File: src/rtl/instr_encoder_pkg.sv
// Shared control definitions for the MIPS add/sub instruction encoder and decoder:
// opcode/funct constants, request op codes and word-packing helpers.
package instr_encoder_pkg;

    localparam logic [5:0] OPCODE_R_type = 6'h00;
    localparam logic [5:0] OPCODE_ADDI   = 6'h08;
    localparam logic [5:0] OPCODE_ADDIU  = 6'h09;

    localparam logic [5:0] FUNCT_ADD  = 6'h20;
    localparam logic [5:0] FUNCT_ADDU = 6'h21;
    localparam logic [5:0] FUNCT_SUB  = 6'h22;
    localparam logic [5:0] FUNCT_SUBU = 6'h23;

    localparam logic [31:0] NOP_WORD  = '0;
    localparam logic [31:0] ADDR_STEP = 32'd4;

    typedef enum logic [2:0] {
        OP_ADD   = 3'd0,
        OP_ADDU  = 3'd1,
        OP_SUB   = 3'd2,
        OP_SUBU  = 3'd3,
        OP_ADDI  = 3'd4,
        OP_ADDIU = 3'd5,
        OP_ILL6  = 3'd6,
        OP_ILL7  = 3'd7
    } enc_op_e;

    typedef enum logic {
        ST_RUN = 1'b0,
        ST_PAD = 1'b1
    } enc_state_e;

    function automatic logic [31:0] pack_r(
        input logic [4:0] rs,
        input logic [4:0] rt,
        input logic [4:0] rd,
        input logic [5:0] funct
    );
        return {OPCODE_R_type, rs, rt, rd, 5'h00, funct};
    endfunction

    function automatic logic [31:0] pack_i(
        input logic [5:0]  opcode,
        input logic [4:0]  rs,
        input logic [4:0]  rt,
        input logic [15:0] imm
    );
        return {opcode, rs, rt, imm};
    endfunction

endpackage

File: src/rtl/instr_pack.sv
// Combinational field packer: request op code and register/immediate fields
// to an encoded MIPS word, flagging op codes with no encoding.
module instr_pack
    import instr_encoder_pkg::*;
(
    input  logic [2:0]  op,
    input  logic [4:0]  rs,
    input  logic [4:0]  rt,
    input  logic [4:0]  rd,
    input  logic [15:0] imm,
    output logic [31:0] word,
    output logic        illegal
);

    enc_op_e op_e;

    assign op_e = enc_op_e'(op);

    always_comb begin
        word    = '0;
        illegal = 1'b0;
        case (op_e)
            OP_ADD:   word = pack_r(rs, rt, rd, FUNCT_ADD);
            OP_ADDU:  word = pack_r(rs, rt, rd, FUNCT_ADDU);
            OP_SUB:   word = pack_r(rs, rt, rd, FUNCT_SUB);
            OP_SUBU:  word = pack_r(rs, rt, rd, FUNCT_SUBU);
            OP_ADDI:  word = pack_i(OPCODE_ADDI, rs, rt, imm);
            OP_ADDIU: word = pack_i(OPCODE_ADDIU, rs, rt, imm);
            default:  illegal = 1'b1;
        endcase
    end

endmodule

File: src/rtl/instr_encoder.sv
// Streaming MIPS instruction encoder: one word per cycle into an instruction-memory writer.
// Define ENC_NOP_PAD_EN to append a NOP word after each request marked in_last.
module instr_encoder
    import instr_encoder_pkg::*;
#(
    parameter logic [31:0] BASE_ADDR = 32'h00000000,
    parameter int unsigned ERRCNT_W  = 8
) (
    input  logic                CLK,
    input  logic                Reset,
    input  logic                in_valid,
    output logic                in_ready,
    input  logic [2:0]          in_op,
    input  logic [4:0]          in_rs,
    input  logic [4:0]          in_rt,
    input  logic [4:0]          in_rd,
    input  logic [15:0]         in_imm,
    input  logic                in_last,
    output logic                out_valid,
    input  logic                out_ready,
    output logic [31:0]         out_instr,
    output logic [31:0]         out_addr,
    output logic                err,
    output logic [ERRCNT_W-1:0] err_count
);

    enc_state_e            state_q, state_d;
    logic                  out_valid_q, out_valid_d;
    logic [31:0]           out_instr_q, out_instr_d;
    logic [31:0]           out_addr_q, out_addr_d;
    logic                  err_q, err_d;
    logic [ERRCNT_W-1:0]   err_count_q, err_count_d;

    logic [31:0]           pack_word;
    logic                  pack_illegal;
    logic                  accept;
    logic                  out_fire;

    instr_pack u_pack (
        .op      (in_op),
        .rs      (in_rs),
        .rt      (in_rt),
        .rd      (in_rd),
        .imm     (in_imm),
        .word    (pack_word),
        .illegal (pack_illegal)
    );

    assign in_ready = !Reset && (state_q == ST_RUN) && (!out_valid_q || out_ready);
    assign accept   = in_valid && in_ready;
    assign out_fire = out_valid_q && out_ready;

`ifdef ENC_NOP_PAD_EN
    logic nop_loaded_q, nop_loaded_d;
`else
    logic unused_last;
    assign unused_last = in_last;
`endif

    // A handshake and a new acceptance in the same cycle reload the register in place.
    always_comb begin
        state_d     = state_q;
        out_valid_d = out_valid_q;
        out_instr_d = out_instr_q;
        out_addr_d  = out_addr_q;
        err_d       = 1'b0;
        err_count_d = err_count_q;
`ifdef ENC_NOP_PAD_EN
        nop_loaded_d = nop_loaded_q;
`endif

        if (out_fire) begin
            out_valid_d = 1'b0;
            out_addr_d  = out_addr_q + ADDR_STEP;
        end

        if (accept) begin
            if (pack_illegal) begin
                err_d = 1'b1;
                if (err_count_q != '1) begin
                    err_count_d = err_count_q + {{(ERRCNT_W-1){1'b0}}, 1'b1};
                end
            end else begin
                out_valid_d = 1'b1;
                out_instr_d = pack_word;
            end
        end

`ifdef ENC_NOP_PAD_EN
        // The NOP is loaded once the final word has left (or was never produced).
        case (state_q)
            ST_RUN: begin
                if (accept && in_last) begin
                    state_d = ST_PAD;
                end
            end
            ST_PAD: begin
                if (!nop_loaded_q) begin
                    if (!out_valid_q || out_ready) begin
                        out_valid_d  = 1'b1;
                        out_instr_d  = NOP_WORD;
                        nop_loaded_d = 1'b1;
                    end
                end else if (out_fire) begin
                    state_d      = ST_RUN;
                    nop_loaded_d = 1'b0;
                end
            end
            default: state_d = ST_RUN;
        endcase
`else
        state_d = ST_RUN;
`endif
    end

    always_ff @(posedge CLK) begin
        if (Reset) begin
            state_q     <= ST_RUN;
            out_valid_q <= 1'b0;
            out_instr_q <= '0;
            out_addr_q  <= BASE_ADDR;
            err_q       <= 1'b0;
            err_count_q <= '0;
        end else begin
            state_q     <= state_d;
            out_valid_q <= out_valid_d;
            out_instr_q <= out_instr_d;
            out_addr_q  <= out_addr_d;
            err_q       <= err_d;
            err_count_q <= err_count_d;
        end
    end

`ifdef ENC_NOP_PAD_EN
    always_ff @(posedge CLK) begin
        if (Reset) begin
            nop_loaded_q <= 1'b0;
        end else begin
            nop_loaded_q <= nop_loaded_d;
        end
    end
`endif

    assign out_valid = out_valid_q;
    assign out_instr = out_instr_q;
    assign out_addr  = out_addr_q;
    assign err       = err_q;
    assign err_count = err_count_q;

endmodule
File: config.mk
export PLATFORM = sky130hd
export DESIGN_NAME = instr_encoder
export DESIGN_NICKNAME = d
export VERILOG_FILES = /design/src/rtl/instr_encoder_pkg.sv /design/src/rtl/instr_pack.sv /design/src/rtl/instr_encoder.sv
export SDC_FILE = /design/constraint.sdc
export NUM_CORES = 1
export LEC_CHECK = 0
export CORE_MARGIN = 2
export CORE_UTILIZATION = 60
export DETAILED_ROUTE_END_ITERATION = 8
export DONT_BUFFER_PORTS = 1
export PLACE_DENSITY = 0.76
export SYNTH_ARGS = -nofsm -noshare
export SYNTH_HDL_FRONTEND = slang
export SYNTH_HIERARCHICAL = 1
export SYNTH_SLANG_ARGS = --single-unit
File: constraint.sdc
create_clock -name CLK -period 2.27 [get_ports CLK]
set_input_delay 0.5675 -clock CLK [delete_from_list [all_inputs] [get_ports CLK]]
set_output_delay 0.5675 -clock CLK [all_outputs]
set_load 0.1 [all_outputs]
Fig. 1: run 1, close-up of the layout
Window x 19 to 59, y 35 to 75 µm. Cells in grey, sequential cells in the stronger grey; small squares are vias.
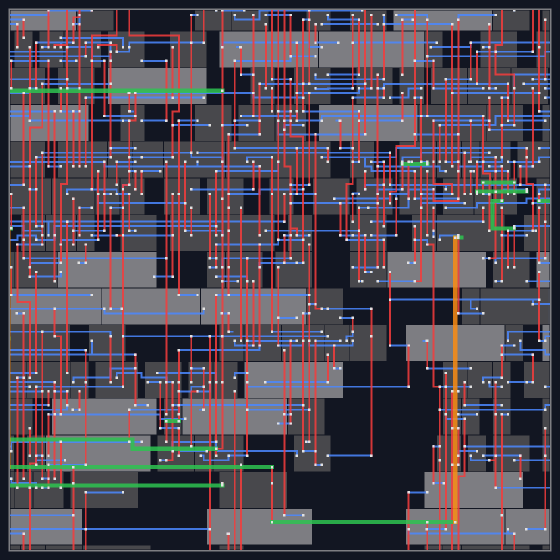
layer	colour
met2	red
met4	orange
met1	blue
met3	green
netlist names of flops here include	out_addr (17), out_instr (3)
cells with their middle in the window	131
sequential cells in the window	21
most frequent	buf_4 (19), a21oi_1 (14), dfxtp_1 (12)

Fig. 2: run 1, signal wires on met2
Scale: 4 px per µm.
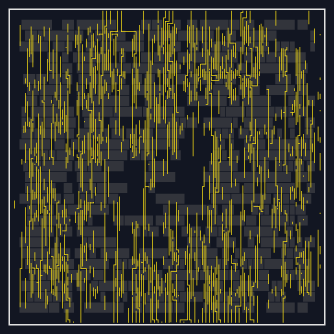
share of all routed wire	50%
main direction	vertical
nets with wire on the layer	432
longest straight run	32.5 µm
wire length on this layer	3890 µm
detailed-route via count: 3122
WL final: 7790 µm
met2 usage: 0.465

Fig. 3: run 1, gate-type map
Scale: 6 px per µm.
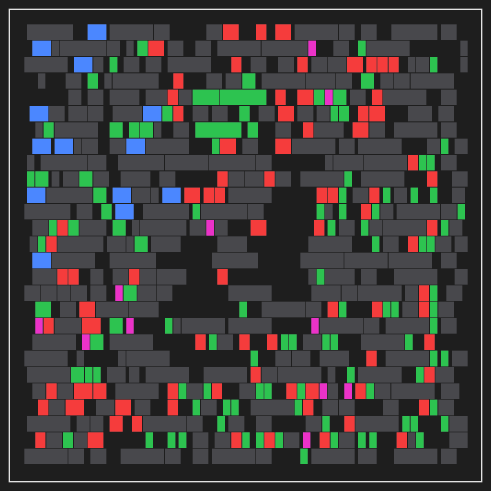
family	colour	cells
NAND gates	green	106
inverting AOI/OAI gates	red	81
XOR/XNOR gates	blue	13
inverters	magenta	11
Finished Layout Cells: 540
multi-input logic portion of the cell area: 0.423

==> impl_metrics.csv, run 1 <==
group,metric,value,unit
status,outcome,"completed",
setup_path,cp_top_family,"flip-flops",
synth,synth_flops,72,
sta,drv_slew,0,
sta,timing.final.ws_setup,0.409,ns
sta,setup_tns,0,ns
floorplanning,initial_utilization,0.612,
synth,synth.distinct_cells,46,
grt,grt_pass1_vias,2921,
setup_path,critPathSlowestCell,"dfxtp_2",
setup_path,critPathLaunchType,"flip-flop",
placed_design,port_buffers,0,
clock_tree,cts_root_buf,"clkbuf_8",
route,via_per_inst,5.78,
layout,drive_above_1_share,0.265,
route,dr.pass1.iters,4,
route,wl_per_cell,14.4,µm
clock_tree,htree_levels,3,
power,combinationalPowerShare,0.124,
run,max_cap_violations,0,
route,drtIter0Drc,153,
synth,synth_seq_share,0.433,
synth,top_area_cell,"dfxtp_1",
synth,async_reset_ff_frac,0,
sta,skew,0.00650,ns
synth,postSynthCellCount,401,
layout,synthToLayoutAreaGrowth,21.7,%
layout,nNetsFinal,506,
setup_path,arrival,1.29,ns
synth,top_cells_by_area,"dfxtp_1 43%, nand2_1 8.6%, a21oi_1 8.0%, o31ai_1 2.9%, or4_1 2.9%",
route,drc_errors,0,
worst_hold_path,hp-start,"Reset",
floorplanning,io_pins,114,
layout,comb_area,1720,µm²
grt,overflow,0,
clock_tree,cts_resized,0,
layout,seq_area,1460,µm²
power,seqPwrFrac,0.518,
power,switching_power,0.667,mW
synth,syn-cell-area,3330,µm²
route,antenna_left,0,
sta,finalCriticalPeriod,1.86,ns
setup_path,crit_start,"out_valid",
power,p_leak,1.61,nW
floorplanning,row_count,27,
worst_hold_path,min_path_type,"input pin to flip-flop",
clock_tree,cts_tree,"done",
synth,top_cells_by_count,"76 x nand2_1, 72 x dfxtp_1, 53 x a21oi_1",
placed_design,post_dp_cell_area,3880,µm²
synth,top_cell_area_share,0.433,
sta,setup_violations,0,
synth,most_common_cell,"nand2_1",
placed_design,place_ws,0.312,ns
synth,ys_area,3330,µm²
setup_path,path_cells,"nor2b_1 -> nor2_4 -> buf_4",
synth,syn_avg_cell_area,8.30,µm²
setup_path,critPathKind,"flip-flop to primary output",
power,intPower,1.83,mW
placed_design,place.gp.congestion,0.759,
setup_path,r2r_start,"out_addr[7]",
sta,fin_crit_sh,0.820,
power,ir_worst_vdd,426,µV
synth,ys_cells,401,
layout,nFillCells,421,
synth,ff_type,"dfxtp_1",
sta,final_hold_viol_count,0,
synth,synth-edff-count,0,
setup_path,critPathCaptureType,"primary output",
sta,max_freq,0.537,GHz
clock_tree,clock_sinks,72,
grt,grt_max_degree,75,
floorplanning,fp.dieW,78.5,µm
grt,antenna_found_initial,0,
setup_path,slowest_delay,0.38,ns
clock_tree,cts-buffers-inserted,9,
-- run 1: path summary, 6_finish.rpt --
| kind | cells after the start | slack (ns) | end |
|---|---|---|---|
| setup / recovery | 3 | 0.41 | in_ready |
| hold / removal | 1 | 0.30 | out_instr[3] |
| setup reg to reg | 4 | 0.43 | out_addr[31] |
| hold reg to reg | 2 | 0.45 | out_instr[22] |
-- run 1: cells in the final DEF (no fill, tap or decap), types with 12 or more instances in the layout --
| cell | count |
|---|---|
| o31ai_1 | 13 |
| nand2_1 | 76 |
| a21oi_1 | 53 |
| and2_1 | 12 |
| nand3_1 | 12 |
| clkbuf_8 | 12 |
| dfxtp_2 | 16 |
| nand4_1 | 14 |
| or4_1 | 13 |
| dfxtp_1 | 56 |
| buf_4 | 76 |
| nor2_1 | 16 |
-- run 1: stage by stage --
step | util | cells
floorplan | - | 405
global placement | 0.713 | 526
detailed placement | 0.713 | 526
CTS | 0.745 | 540
global route | 0.745 | 540
finish | 0.745 | 540
-- run 1: kinds of logic (layout without fill, tap and decap cells) --
| logic type | after synthesis | after routing | share of synthesized area |
|---|---|---|---|
| AND-OR/OR-AND | 87 | 87 | 0.153 |
| XOR/XNOR | 13 | 13 | 0.0342 |
| adder cells (fa/ha/maj) | 2 | 2 | 0.00752 |
| buffers and inverters | 38 | 101 | 0.0583 |
| flip-flops | 72 | 72 | 0.433 |
| multiplexers | 1 | 1 | 0.00338 |
| other | 2 | 6 | 0.00226 |
| AND/OR/NAND/NOR | 186 | 186 | 0.308 |
-- run 1: area by class of cell --
type                    instances  share of cell area
inverters                      11              0.0102
well taps                      72              0.0222
clock buffers                  14              0.0426
repair buffers                 76               0.141
flip-flops and latches         72               0.361
multi-input cells             295               0.423
-- run 1: flip-flops by register name (all words and copies together) (netlist names) --
register and count:
out_addr 30, out_instr 32, out_valid 1, err 1
err_count 8
-- run 1: power groups by stage --
stage,Sequential (mW),Clock [mW],Combinational [mW]
floorplan,1.47,0,0.128
global placement,1.32,0,0.304
detailed placement,1.32,0,0.308
CTS,1.29,0.918,0.308
global route,1.29,0.961,0.324
finish,1.29,0.894,0.308
-- run 1: routing by layer --
metal / track usage / vias up / wire [µm]
li1: - / 1535 / -
met3: 0.0494 / 11 / 404
met1: 0.306 / 1479 / 3390
met5: 0 / - / 0
met2: 0.465 / 97 / 3890
met4: 0.0789 / 0 / 104
==> run 2, diff against run 1 <==
--- a/config.mk
+++ b/config.mk
@@ -6,10 +6,10 @@
 export NUM_CORES = 1
 export LEC_CHECK = 0
 export CORE_MARGIN = 2
-export CORE_UTILIZATION = 60
+export CORE_UTILIZATION = 57
 export DETAILED_ROUTE_END_ITERATION = 8
 export DONT_BUFFER_PORTS = 1
-export PLACE_DENSITY = 0.76
+export PLACE_DENSITY = 0.75
 export SYNTH_ARGS = -nofsm -noshare
 export SYNTH_HDL_FRONTEND = slang
 export SYNTH_HIERARCHICAL = 1
==> constraint.sdc (replaced) <==
create_clock -name CLK -period 1.7 [get_ports CLK]
set_input_delay 0.425 -clock CLK [delete_from_list [all_inputs] [get_ports CLK]]
set_output_delay 0.425 -clock CLK [all_outputs]
set_load 0.1 [all_outputs]
Fig. 4: run 2, gate-type map
Scale: 6 px per µm.
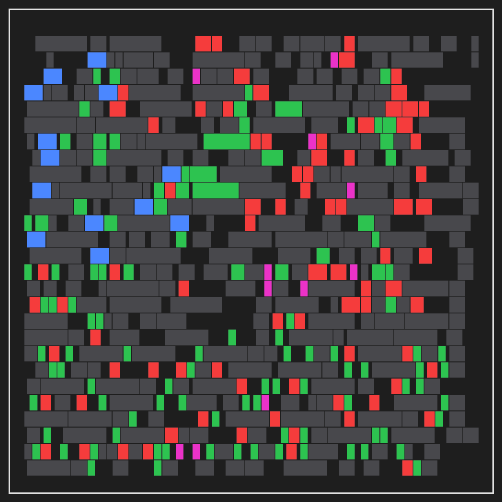
family	colour	cells
XOR/XNOR gates	blue	13
NAND gates	green	107
inverting AOI/OAI gates	red	81
inverters	magenta	11
Finished Layout Cells: 557
most common cell after layout, fill and taps aside: buf_4
multi-input logic portion of the cell area: 0.406

Fig. 5: run 2, register map, names as in the netlist
Scale: 6 px per µm.
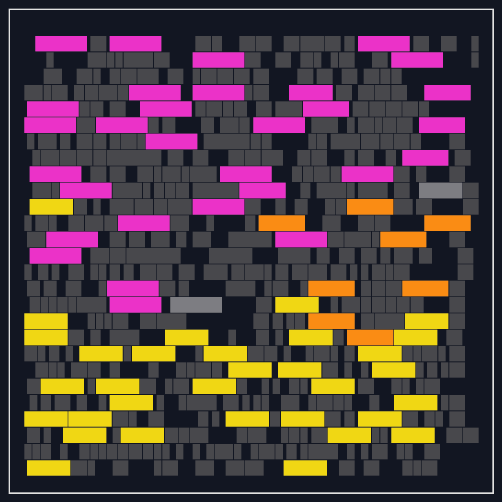
name in the netlist	colour	flops
err_count	orange	8
out_instr	yellow	32
out_addr	magenta	30
Reg area: 1550 µm²
flip-flop and latch power: 1.69 mW
flop share of the area: 0.358

==> run 2 against run 1 <==
- via count up 0.64%
- final cell count up 3.1%
- clock power up 45%
- power up 37%
- utilization up 3.3 points
- synthesized cell count unchanged
- largest power group unchanged
==> impl_metrics.csv, run 2 <==
group,metric,value,unit
synth,top_area_cell,"dfxtp_1",
setup_path,critPathKind,"flip-flop to flip-flop",
synth,async_reset_ff_frac,0,
synth,syn_avg_cell_area,8.30,µm²
setup_path,arrival,1.88,ns
clock_tree,clkLatencyLatePin,0.34,ns
clock_tree,clock_sinks,72,
synth,synth_seq_share,0.433,
grt,grt_pass1_wl,13000,µm
layout,drive_above_1_share,0.348,
clock_tree,htree_levels,3,
synth,postSynthCellCount,401,
setup_path,worst-endpoint-required,1.97,ns
grt,grt_use_met1,0.310,
layout,largest_reg_flops,32,
synth,synth-edff-count,0,
floorplanning,dieArea,6470,µm²
sta,fin_crit_sh,0.946,
grt,use_met3,0.0685,
synth,top_cell_area_share,0.433,
synth,synth_flops,72,
sta,final_hold_viol_count,0,
layout,nNetsFinal,521,
synth,top_cells_by_area,"dfxtp_1 43%, nand2_1 8.6%, a21oi_1 8.0%, o31ai_1 2.9%, or4_1 2.9%",
sta,rsz0062_at_grt,"false",
sta,max_freq,0.622,GHz
route,drc_errors,0,
grt,antenna_found_initial,0,
grt,grt_pass1_vias,2904,
clock_tree,cts_tree,"done",
placed_design,port_buffers,0,
synth,ff_type,"dfxtp_1",
synth,most_common_cell,"nand2_1",
synth,ys_cells,401,
layout,synthToLayoutAreaGrowth,30.3,%
setup_path,critPathLaunchType,"flip-flop",
route,num_vias,3142,
clock_tree,cts_root_buf,"clkbuf_8",
placed_design,place.gp.congestion,0.840,
power,p_leak,1.72,nW
floorplanning,row_count,27,
route,via_per_inst,5.64,
sta,setup_violations,0,
status,outcome,"completed",
grt,overflow,0,
grt,grt_max_degree,75,
floorplanning,io_pins,114,
grt,busiest_layer,"met2",
clock_tree,cts-buffers-inserted,9,
layout,fin_util,0.778,
route,antenna_left,0,
sta,finalCriticalPeriod,1.61,ns
sta,skew,0.00933,ns
floorplanning,fp.dieW,80.4,µm
route,wirelength,8170,µm
power,ir_worst_vdd,764,µV
route,dr.pass1.iters,4,
sta,drv_slew,0,
clock_tree,cts.clk_slew.worst_paths,0.08,ns
synth,top_cells_by_count,"76 x nand2_1, 72 x dfxtp_1, 53 x a21oi_1",
layout,final_cell_mix,"88 x buf_4, 76 x nand2_1, 53 x a21oi_1, 34 x dfxtp_1, 25 x dfxtp_4",
synth,syn-cell-area,3330,µm²
clock_tree,ctsHoldBuffers,0,
synth,synth.distinct_cells,46,
placed_design,numPlacedInstances,533,
route,drtIter0Drc,176,
floorplanning,initial_utilization,0.597,
setup_path,critPathCaptureType,"flip-flop",
layout,comb_area,1760,µm²
layout,nFillCells,412,
worst_hold_path,min_path_type,"input pin to flip-flop",
grt,grt_use_met2,0.426,
synth,ys_area,3330,µm²
route,wl_per_cell,14.7,µm
run,max_cap_violations,0,
==> run 2: cell types whose count changed in the layout (fill, tap and decap cells not counted), sizes merged <==
cell | before | now
buf | 76 | 90
nand4 | 17 | 18
clkinv | 0 | 2
==> run 2: what timing repair did <==
| action | 4_1_cts | 5_1_grt |
|---|---|---|
| pin swaps | 0 | 2 |
| hold endpoints to repair | 0 | 0 |
| buffers inserted | 4 | 3 |
| resized | 1 | 2 |
| endpoints found under the setup margin | 6 | 7 |
| cloned | 0 | 1 |
==> run 2: power breakdown <==
part | leakage, nW | total (mW) | switching (mW) | internal [mW]
Sequential | 0.609 | 1.69 | 0.0117 | 1.68
Clock | 0.102 | 1.30 | 0.603 | 0.696
Combinational | 1.01 | 0.424 | 0.324 | 0.0997
Total | 1.72 | 3.41 | 0.938 | 2.47
==> run 2: final timing paths <==
check                                  start      endpoint  slack, ns  cells after the start
worst max register to register  out_addr[15]  out_addr[29]       0.09                      4
worst max-delay path            out_addr[15]  out_addr[29]       0.09                      4
worst min register to register  out_instr[4]  out_instr[4]       0.46                      2
worst min-delay path                   Reset  out_addr[20]       0.15                      1
==> run 2: logic make-up (layout without fill, tap and decap cells) <==
| group | Yosys count | count (layout) | synth area share |
|---|---|---|---|
| AOI/OAI and AO/OA | 87 | 87 | 0.153 |
| xor gates and xnor gates | 13 | 13 | 0.0342 |
| adders and majority gates | 2 | 2 | 0.00752 |
| buffers and inverters | 38 | 117 | 0.0583 |
| DFF | 72 | 72 | 0.433 |
| muxes | 1 | 1 | 0.00338 |
| other | 2 | 6 | 0.00226 |
| and+or+nand+nor | 186 | 187 | 0.308 |
==> run 2: routing by layer <==
metal / vias up / routed length (µm)
met5: - / 0
met2: 114 / 3920
met3: 12 / 643
li1: 1569 / -
met4: 0 / 144
met1: 1447 / 3470
==> run 2: through the flow <==
step / total power, mW / TNS [ns] / area [µm²] / setup slack [ns] / hold WS [ns]
2_1_floorplan: 2.10 / -0.348 / 3490 / -0.0853 / 0.575
3_3_place_gp: 2.14 / 0 / 4070 / 0.0251 / 0.436
3_5_place_dp: 2.15 / -0.208 / 4070 / -0.0611 / 0.447
4_1_cts: 3.43 / 0 / 4300 / 0.00268 / 0.129
5_1_grt: 3.52 / 0 / 4340 / 0.00169 / 0.138
6_report: 3.41 / 0 / 4340 / 0.0924 / 0.149
==> run 2: cell type report <==
type | count | share of cell area
timing repair buffer | 90 | 0.162
clock inverter | 2 | 0.00231
clock buffer | 14 | 0.0424
multi-input combinational | 296 | 0.406
inverter | 11 | 0.00952
tap | 72 | 0.0208
sequential | 72 | 0.358
==> run 2: critical path, cell delays in order, from the launching register on <==
cell and delay, ns:
dfxtp_4 0.34, and4_2 0.34, nand4_2 0.24, or4_1 0.45, a21oi_1 0.17
Power is estimated from default activity; no workload was simulated.
